Fig. 1: the metal 1 layer
Supply wires on this layer in gray.
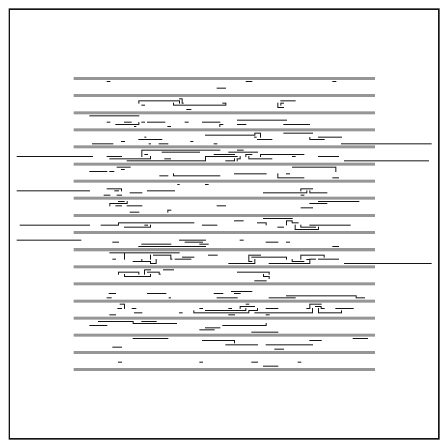
Fig. 2: M2 wires
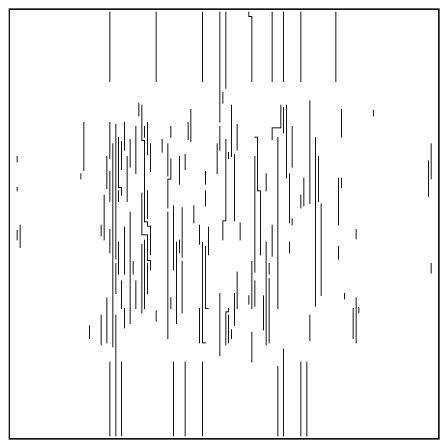
==> config.mk <==
export PLATFORM = sky130hd
export DESIGN_NAME = tt_array_multiplier_hhrb98_flat
export DESIGN_NICKNAME = d
export VERILOG_FILES = /design/src/rtl/tt_array_multiplier_hhrb98_pkg.sv /design/src/rtl/tt_array_multiplier_hhrb98_if.sv /design/src/rtl/tt_array_multiplier_hhrb98_full_adder.sv /design/src/rtl/tt_array_multiplier_hhrb98.sv /design/src/flat_wrapper.sv
export SDC_FILE = /design/constraint.sdc
export NUM_CORES = 1
export LEC_CHECK = 0
export ABC_AREA = 1
export CAP_MARGIN = 0
export CORE_MARGIN = 10
export CORE_UTILIZATION = 34
export DETAILED_ROUTE_END_ITERATION = 6
export PLACE_DENSITY_LB_ADDON = 0.08
export SLEW_MARGIN = 20
export SYNTH_ARGS = -nofsm -noshare
export SYNTH_HDL_FRONTEND = slang
export SYNTH_HIERARCHICAL = 1
export SYNTH_SLANG_ARGS = --single-unit
==> constraint.sdc <==
create_clock -name clk -period 0.8 [get_ports clk]
set_input_delay 0.08 -clock clk [delete_from_list [all_inputs] [get_ports clk]]
set_output_delay 0.08 -clock clk [all_outputs]
set_load 0.005 [all_outputs]
==> flow_metrics.py <==
# Generated from Yosys and OpenROAD reports
metrics = {
    "worst_setup_path": {
        "crit_buf_inv": 2,
        "crit_top_cell": "fa_2",
        "crit_fanout": 2,
        "slowest_delay_ps": 580,
        "critPathSlowestCell": "fa_2",
        "arrival_ps": 3740,
        "cp.depth": 13,
        "required_ps": 990,
        "r2r_slack_ps": 0,
        "cp_top_family": "adder cells",
        "crit_type": "input port to register",
    },
    "global_route": {
        "grt_pass1_vias": 671,
        "track_usage_pct": 7.846,
        "antenna_found_initial": 0,
        "grt_max_degree": 9,
    },
    "placed_design": {
        "placed_area_um2": 1101,
        "portBuffers": 18,
        "place_inst": 157,
        "dpl.hpwl_mm": 1.612,
    },
    "synthesis": {
        "ys_types": 9,
        "synthSimpleGateAreaFrac_pct": 18.85,
        "ys_sh_aoi_pct": 0,
        "synth-cells-yosys": 93,
        "synthXorXnorAreaFrac_pct": 0,
        "area_leaders": "fa_1 31%, dfrtp_1 26%, nand2_1 18%",
        "postSynthSeqShare_pct": 25.56,
        "synth-async-reset-ratio_pct": 100.0,
        "top_area_share_pct": 30.67,
        "yosysTopAreaCell": "fa_1",
        "synth_area_um2": 783.3,
        "mux_area_share_pct": 0,
        "yosysChipArea_um2": 783.3,
        "most_common_cell": "nand2_1",
        "syn-instance-count": 93,
        "ys.flop_type": "dfrtp_1",
    },
    "run_status": {
        "violations": "setup timing",
        "run_status": "complete, but fails checks",
    },
    "sta": {
        "fin_ws_ps": -2752,
        "finalSetupTns_ps": -12360,
        "rsz0062_at_grt": "true",
        "setup-violations-final": 14,
        "finalClockSkew_ps": 0,
    },
    "clock_network": {
        "root_buffer": "clkbuf_4",
        "cts_made_buffers": 3,
        "cts.sinks": 8,
        "cts_tree": "built",
        "h-tree-depth": 1,
    },
    "floorplan": {
        "dieHeight_um": 68.00,
        "core_um2": 2212,
        "pin_count": 43,
        "floorplan.core_util_pct": 35.41,
    },
    "power": {
        "pg_clk_mw": 0.301,
        "ir_drop_mv": 0.8018,
        "power_leader": "combinational logic",
        "pwr-share-seq_pct": 32.2,
        "powerDensity_nw_per_um2": 1602,
        "powerSeq_mw": 0.572,
        "p_sw_share_pct": 33.05,
        "clkPwrFrac_pct": 16.9,
    },
    "layout": {
        "antennaDiodeCount": 0,
        "largest_reg_flops": 8,
        "finalInstanceArea_um2": 1110,
        "drive_gt1_share_pct": 37.31,
        "lay_top_count": "nand2_1",
        "post-route-util_pct": 50.17,
    },
    "min_path": {
        "hp-class": "input port to async pin",
    },
    "flow_run": {
        "cap_violations": 0,
    },
    "detailed_routing": {
        "drt-pass1-iter-count": 2,
        "wl_per_cell_um": 11.19,
        "drc": 0,
    },
}
-- Fig. 1 (at the start) --
The layer holds 36% of the routed length. The longest straight run is 14.3 µm. The layer carries 647 µm of wire.
vias after detailed routing: 606
drt total wl: 1.813 mm
grt met1 use: 7.722%

-- Fig. 2 (at the start) --
The wires run mostly vertical. The layer holds 57% of the routed length. The longest straight run is 32.3 µm. The layer carries 1040 µm of wire. 128 nets have wire on it.
met2 Track Usage GR: 14.30%

==> final cells by class <==
| type | count | area (µm²) | area share, % |
|---|---|---|---|
| sequential | 8 | 200.2 | 18.04 |
| tap | 28 | 35.03 | 3.157 |
| multi-input combinational | 71 | 510.5 | 46.00 |
| timing repair buffer | 36 | 281.5 | 25.37 |
| clock buffer | 3 | 22.52 | 2.029 |
| inverter | 16 | 60.06 | 5.412 |
==> routing by layer <==
| metal | part of all wire, % | wire [µm] |
|---|---|---|
| met2 | 57 | 1038 |
| met4 | 0.50 | 9 |
| met1 | 36 | 647 |
| met3 | 6.5 | 117 |
| met5 | 0 | 0 |
==> repair_timing <==
action,CTS,global route
gates resized,55,3
setup endpoints to repair,15,15
buffers inserted,2,0
pin swaps,15,3
Power is estimated from default activity; no workload was simulated.
